$ cat src/rtl/svc_rv_run_ctrl_pkg.sv
// Shared types for the SoC run controller.
// state_t  : controller phase.
// status_t : reason the last run ended; tops reuse these codes for LED/UART reporting.
package svc_rv_run_ctrl_pkg;

  typedef enum logic [1:0] {
    IDLE,
    RESET,
    RUN,
    HALT
  } state_t;

  typedef enum logic [2:0] {
    NONE    = 3'd0,
    EBREAK  = 3'd1,
    TRAP    = 3'd2,
    TIMEOUT = 3'd3,
    ABORT   = 3'd4
  } status_t;

endpackage

$ cat src/rtl/svc_rv_soc_run_ctrl.sv
// Run controller for one RISC-V SoC instance: holds the core in reset,
// releases it, counts run cycles and records why the run stopped.
// Ports:
//   clk, rst_n          controller clock and async active-low reset
//   start, abort        launch (IDLE/HALT) and force-stop (RESET/RUN) requests
//   core_rst_n          registered active-low reset to the SoC
//   core_ebreak/trap    SoC halt indications, sampled only in RUN
//   busy, done          RESET/RUN and HALT indicators
//   status              status_t exit reason
//   cycles              RUN cycles of the last or current run (saturating)
module svc_rv_soc_run_ctrl
  import svc_rv_run_ctrl_pkg::*;
#(
  parameter int unsigned RST_CYCLES     = 4,
  parameter int unsigned CNT_W          = 32,
  parameter int unsigned TIMEOUT_CYCLES = 0
) (
  input  logic             clk,
  input  logic             rst_n,
  input  logic             start,
  input  logic             abort,
  output logic             core_rst_n,
  input  logic             core_ebreak,
  input  logic             core_trap,
  output logic             busy,
  output logic             done,
  output logic [2:0]       status,
  output logic [CNT_W-1:0] cycles
);

  localparam logic [7:0]       HOLD_INIT = 8'(RST_CYCLES - 1);
  localparam logic [CNT_W-1:0] TO_LAST   = CNT_W'(TIMEOUT_CYCLES - 1);

  state_t           state_q,  state_d;
  status_t          status_q, status_d;
  logic [7:0]       hold_q,   hold_d;
  logic [CNT_W-1:0] cyc_q,    cyc_d;
  logic             core_q,   core_d;
  logic             busy_q,   busy_d;
  logic             done_q,   done_d;

  logic [CNT_W-1:0] cyc_inc;
  logic             timeout_hit;

  always_comb begin
    cyc_inc     = (cyc_q == '1) ? cyc_q : cyc_q + CNT_W'(1);
    // Compared pre-increment so the exit cycle itself is counted.
    timeout_hit = (TIMEOUT_CYCLES != 0) && (cyc_q == TO_LAST);

    state_d  = state_q;
    status_d = status_q;
    hold_d   = hold_q;
    cyc_d    = cyc_q;
    core_d   = core_q;
    busy_d   = busy_q;
    done_d   = done_q;

    case (state_q)
      IDLE, HALT: begin
        if (start) begin
          state_d  = RESET;
          hold_d   = HOLD_INIT;
          cyc_d    = '0;
          status_d = NONE;
          core_d   = 1'b0;
          busy_d   = 1'b1;
          done_d   = 1'b0;
        end
      end
      RESET: begin
        if (abort) begin
          state_d  = HALT;
          status_d = ABORT;
          core_d   = 1'b0;
          busy_d   = 1'b0;
          done_d   = 1'b1;
        end else if (hold_q == 8'd0) begin
          state_d = RUN;
          core_d  = 1'b1;
        end else begin
          hold_d = hold_q - 8'd1;
        end
      end
      RUN: begin
        cyc_d = cyc_inc;
        if (abort || core_trap || core_ebreak || timeout_hit) begin
          state_d = HALT;
          busy_d  = 1'b0;
          done_d  = 1'b1;
          // EBREAK/TRAP leave the core out of reset so its state stays inspectable.
          if (abort) begin
            status_d = ABORT;
            core_d   = 1'b0;
          end else if (core_trap) begin
            status_d = TRAP;
          end else if (core_ebreak) begin
            status_d = EBREAK;
          end else begin
            status_d = TIMEOUT;
            core_d   = 1'b0;
          end
        end
      end
      default: begin
        state_d = IDLE;
        core_d  = 1'b0;
        busy_d  = 1'b0;
        done_d  = 1'b0;
      end
    endcase
  end

  always_ff @(posedge clk or negedge rst_n) begin
    if (!rst_n) begin
      state_q  <= IDLE;
      status_q <= NONE;
      hold_q   <= '0;
      cyc_q    <= '0;
      core_q   <= 1'b0;
      busy_q   <= 1'b0;
      done_q   <= 1'b0;
    end else begin
      state_q  <= state_d;
      status_q <= status_d;
      hold_q   <= hold_d;
      cyc_q    <= cyc_d;
      core_q   <= core_d;
      busy_q   <= busy_d;
      done_q   <= done_d;
    end
  end

  assign core_rst_n = core_q;
  assign busy       = busy_q;
  assign done       = done_q;
  assign status     = status_q;
  assign cycles     = cyc_q;

endmodule

$ cat config.mk
export PLATFORM = sky130hd
export DESIGN_NAME = svc_rv_soc_run_ctrl
export DESIGN_NICKNAME = d
export VERILOG_FILES = /design/src/rtl/svc_rv_run_ctrl_pkg.sv /design/src/rtl/svc_rv_soc_run_ctrl.sv
export SDC_FILE = /design/constraint.sdc
export NUM_CORES = 1
export LEC_CHECK = 0
export CELL_PAD_IN_SITES_DETAIL_PLACEMENT = 0
export CELL_PAD_IN_SITES_GLOBAL_PLACEMENT = 1
export CORE_UTILIZATION = 44
export CTS_BUF_LIST = sky130_fd_sc_hd__clkbuf_16
export CTS_CLUSTER_SIZE = 12
export DETAILED_ROUTE_END_ITERATION = 8
export GPL_TIMING_DRIVEN = 0
export PLACE_DENSITY_LB_ADDON = 0.15
export SLEW_MARGIN = 0
export SYNTH_ARGS = -nofsm -noshare
export SYNTH_HDL_FRONTEND = slang
export SYNTH_SLANG_ARGS = --single-unit
export TNS_END_PERCENT = 20
$ cat constraint.sdc
create_clock -name clk -period 4.2 [get_ports clk]
set_clock_uncertainty 0.2 [all_clocks]
set_input_delay 1.26 -clock clk [delete_from_list [all_inputs] [get_ports clk]]
set_output_delay 1.26 -clock clk [all_outputs]
set_load 0.02 [all_outputs]
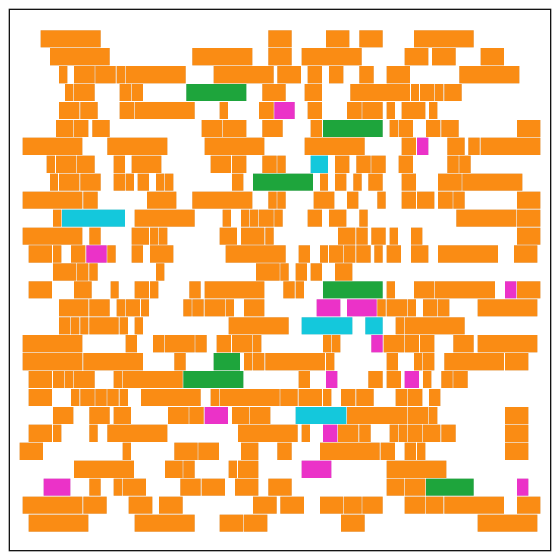
run_1/sizing.png
[x1 and smaller] orange | cells: 328 | share: 93%
[x6 and larger] green | cells: 7 | share: 2.0%
[x3 and x4] cyan | cells: 5 | share: 1.4%
[x2] magenta | cells: 14 | share: 4.0%

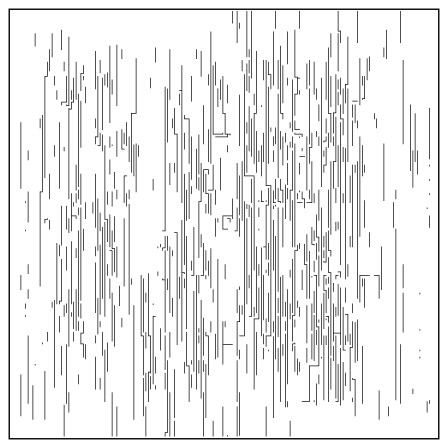
run_1/m2.png
wire length on this layer: 3640 µm
share of all routed wire: 48%
nets with wire on the layer: 307
main direction: vertical
longest straight run: 32.6 µm
GRT met2 Usage: 40.83%
via count: 2701
Detailed Route WL: 7.507 mm

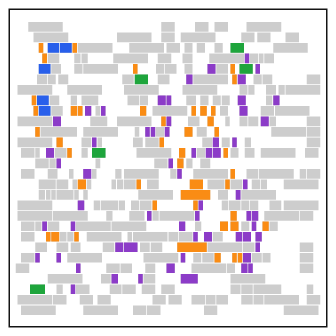
run_1/gates.png
[nand cells] purple | cells: 61
[xor and xnor cells] blue | cells: 5 | where: upper left
[nor cells] orange | cells: 44
[mux cells] green | cells: 5

run 1: where the power goes:
part           switching, mW  internal, mW
combinational          0.506         0.235
clock                  0.171         0.216
sequential            0.0529         0.526
run 1: sequential cells by signal, indices dropped and copies added, names as in the netlist:
name / count
cycles: 32
state_q: 2
busy: 1
status: 3
done: 1
core_rst_n: 1
hold_q: 8
run 1: cell type report:
type	instances	area (µm²)
Inverter	10	37.54
Timing Repair Buffer	44	445.4
Clock inverter	2	12.51
Clock buffer	5	125.1
Tap cell	75	93.84
Buffer	12	60.06
Fill cell	560	2541
Sequential cell	48	1201
Multi-Input combinational cell	233	1509
run 1: how the worst max path moves through the flow:
stage	from	endpoint	depth (start not counted)	slack [ps]
2_1_floorplan	start	cycles[19]	6	1410
3_3_place_gp	start	cycles[27]	7	240
3_5_place_dp	start	cycles[27]	7	210
4_1_cts	start	cycles[27]	7	510
5_1_grt	start	cycles[23]	7	240
6_report	start	cycles[27]	7	510
run 1: placed cells by master (no fill, tap or decap), types with 2 or more instances in the layout:
cell,n
a2111oi_0,3
a211o_1,5
a211oi_1,3
a21o_1,2
a21oi_1,8
a22o_1,2
a22oi_1,2
a31o_2,2
a31oi_1,13
a32oi_1,2
and3_1,6
and4_1,2
buf_2,4
clkbuf_1,7
clkbuf_16,5
clkdlybuf4s50_1,42
dfrtp_1,48
ha_1,5
inv_1,10
mux2i_1,4
nand2_1,32
nand2b_1,3
nand3_1,12
nand4_1,12
nor2_1,26
nor2b_1,2
nor3_1,10
nor4_1,3
nor4_4,2
o21ai_0,13
o21ai_1,2
o22ai_1,2
o2bb2ai_1,2
o311ai_0,8
o31ai_1,16
o41ai_1,2
or2_2,2
or3_1,3
or4_1,3
xnor2_1,5
run 1: per-layer routing:
metal / share of wire [%] / up-vias / track usage, % / routed length, µm
met3: 4.0 / 5 / 3.778 / 301
met1: 47 / 1335 / 34.01 / 3511
met4: 0.79 / 0 / 5.965 / 59
met5: 0 / - / 0 / 0
met2: 48 / 86 / 40.83 / 3635
li1: - / 1275 / - / -
run 1: worst min-delay path: stages, from the launching register on:
cell	delay, ps
dfrtp_1	340
nand2_1	40
o21ai_0	60
run 1: cells by family after synthesis:
kind of cell	after synthesis	share of synthesized area [%]
buf+inv	22	3.476
flops	48	42.78
simple gates	124	23.35
mux	5	1.827
xor+xnor	5	1.560
fa+ha+maj	5	2.228
compound gates	94	24.78
run 1: through the flow:
| stage | std cells | power [mW] | utilization (%) | cell area [µm²] | hold WS, ps |
|---|---|---|---|---|---|
| 6_report | 429 | 1.707 | 57.83 | 3485 | 276.8 |
| 2_1_floorplan | 303 | 1.071 | - | 2808 | 275.3 |
| 3_3_place_gp | 421 | 1.306 | 55.29 | 3332 | 262.5 |
| 3_5_place_dp | 422 | 1.318 | 55.54 | 3347 | 270.3 |
| 5_1_grt | 429 | 1.814 | 57.83 | 3485 | 308.3 |
| 4_1_cts | 429 | 1.711 | 57.83 | 3485 | 285.0 |
==> changes_impl.md, run 1 <==
## Flow update

- Clk pin slew, worst setup/hold paths: 60 ps
- Rows: 28
- Vias in the first global route: 2496
- Height of the die: 81.88 µm
- First-pass GRT wire length: 12.66 mm
- Area leader, netlist: dfrtp_1
- Hold Path End: done
- Initial antenna violation count: 0
- Status: finished clean
- Clock Sinks: 48
- Max-area cell share: 42.78%
- Seq/Total Area, Yosys: 42.78%
- Total of warnings raised by yosys: 0
- Dpl ws: 211.3 ps
- Antenna diodes: 0
- Minimum clock period: 3693 ps
- Final Hold Fails: 0
- GR Overflow Total: 0
- P&R area growth vs syn: 24.11%
- Yosys cell count: 303
==> run 2, diff against run 1 <==
--- a/config.mk
+++ b/config.mk
@@ -9,11 +9,12 @@
 export CELL_PAD_IN_SITES_GLOBAL_PLACEMENT = 1
 export CORE_UTILIZATION = 44
 export CTS_BUF_LIST = sky130_fd_sc_hd__clkbuf_16
+export CTS_CLUSTER_DIAMETER = 150
 export CTS_CLUSTER_SIZE = 12
 export DETAILED_ROUTE_END_ITERATION = 8
 export GPL_TIMING_DRIVEN = 0
 export PLACE_DENSITY_LB_ADDON = 0.15
-export SLEW_MARGIN = 0
+export SLEW_MARGIN = 15
 export SYNTH_ARGS = -nofsm -noshare
 export SYNTH_HDL_FRONTEND = slang
 export SYNTH_SLANG_ARGS = --single-unit
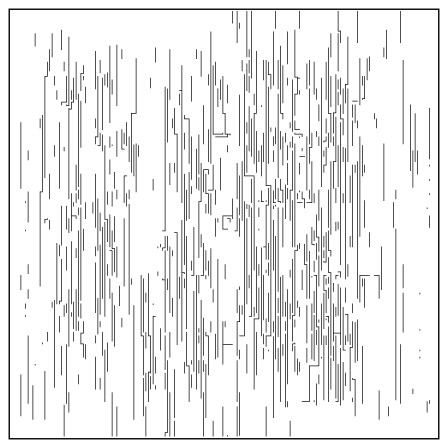
run_2/m2.png
main direction: vertical
longest straight run: 32.6 µm
nets with wire on the layer: 307

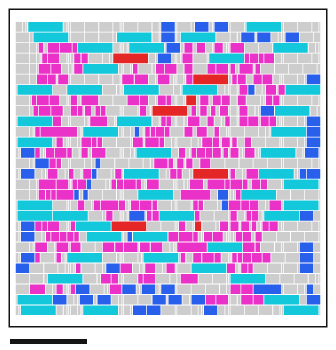
run_2/class_map.png
Bar = 20 µm. Fill, decap, tap and diode cells in grey.
[remaining buffers and delay cells] blue | cells: 56 | share of their area: 15%
[remaining logic cells] magenta | cells: 243 | share of their area: 46%
[registers] cyan | cells: 48 | share of their area: 35%
[clock drivers and dummy loads] red | cells: 7 | share of their area: 4.1%

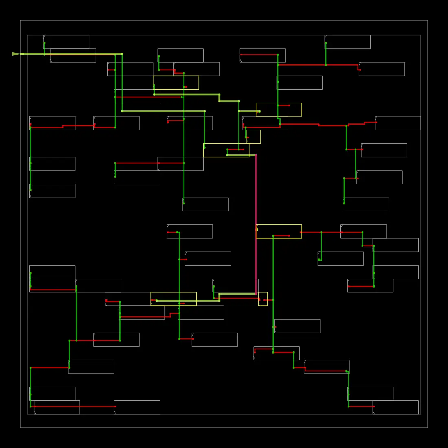
run_2/clock_nets.png
registers: 48
clkbuf count: 5
clk pwr: 0.387 mW

==> changes_impl.md, run 2 <==
## Flow update

- Status: finished clean
- P&R area growth vs syn: 24.11%
- Placed Area: 3347 µm²
- GR Overflow Total: 0
- Final Hold Fails: 0
- Via count: 2701
- Most frequent cells in the layout: dfrtp_1 (48), clkdlybuf4s50_1 (42), nand2_1 (32)
- Clock Sinks: 48
- First-pass GRT wire length: 12.66 mm
- Max reg flops: 32
- Minimum clock period: 3693 ps
- Area leader, netlist: dfrtp_1
- Ao+oa area frac: 24.78%
- DRT met1 WL: 3.511 mm
- Commonest Layout Cell: dfrtp_1
- WL met3: 301 µm
- Yosys cell count: 303
- Height of the die: 81.88 µm
- Rows: 28
- Max-area cell share: 42.78%
- Xor/xnor share: 1.560%
- Synth Area in Adders: 2.228%
- Vias in the first global route: 2496
- Design area: 3485 µm²
- Initial antenna violation count: 0
- Met2 routed WL: 3.635 mm
- Simple-gate share of the synthesized area: 23.35%
- Hold Path End: done
- Seq/Total Area, Yosys: 42.78%
## run 2: layout make-up
type,instances,area (µm²)
fill,560,2541
multi-input combinational,233,1509
sequential,48,1201
timing repair buffer,44,445.4
clock buffer,5,125.1
tap,75,93.84
buffer,12,60.06
inverter,10,37.54
clock inverter,2,12.51
## run 2: critical path, cell delays in order
cell and delay [ps]:
clkdlybuf4s50_1 530, nand2b_1 120, clkbuf_1 340, nand2_1 230, a31oi_1 800, a41oi_1 220
a31oi_1 200
## run 2: routing by layer
| layer | track usage, % | vias up |
|---|---|---|
| met3 | 3.778 | 5 |
| met4 | 5.965 | 0 |
| li1 | - | 1275 |
| met1 | 34.01 | 1335 |
| met5 | 0 | - |
| met2 | 40.83 | 86 |
## run 2: worst max-delay path by stage
stage	startpoint	to	slack [ps]	cells past startpoint
after floorplan	start	cycles[19]	1410	6
after global placement	start	cycles[27]	240	7
after detailed placement	start	cycles[27]	210	7
after CTS	start	cycles[27]	510	7
after global routing	start	cycles[23]	240	7
final	start	cycles[27]	510	7
## run 2: per-stage QoR
step | power (mW) | worst slack [ps] | instances | util, % | hold WS [ps]
floorplan | 1.071 | 1407 | 303 | - | 275.3
CTS | 1.711 | 513.7 | 429 | 57.83 | 285.0
global placement | 1.306 | 237.9 | 421 | 55.29 | 262.5
finish | 1.707 | 506.8 | 429 | 57.83 | 276.8
global route | 1.814 | 244.6 | 429 | 57.83 | 308.3
detailed placement | 1.318 | 211.3 | 422 | 55.54 | 270.3
## run 2: cell families (layout without fill, tap and decap cells)
group                      Yosys count  count (layout)
xor gates and xnor gates             5               5
DFF                                 48              48
muxes                                5               5
AOI/OAI and AO/OA                   94              94
adders and majority gates            5               5
and+or+nand+nor                    124             124
buffers and inverters               22              73
## run 2: power breakdown
part / switching, mW / internal, mW / leakage, nW
Clock: 0.171 / 0.216 / 0.0657
Sequential: 0.0529 / 0.526 / 0.650
Combinational: 0.506 / 0.235 / 0.741
No activity file was given, so power comes from the tool's default toggle rates.
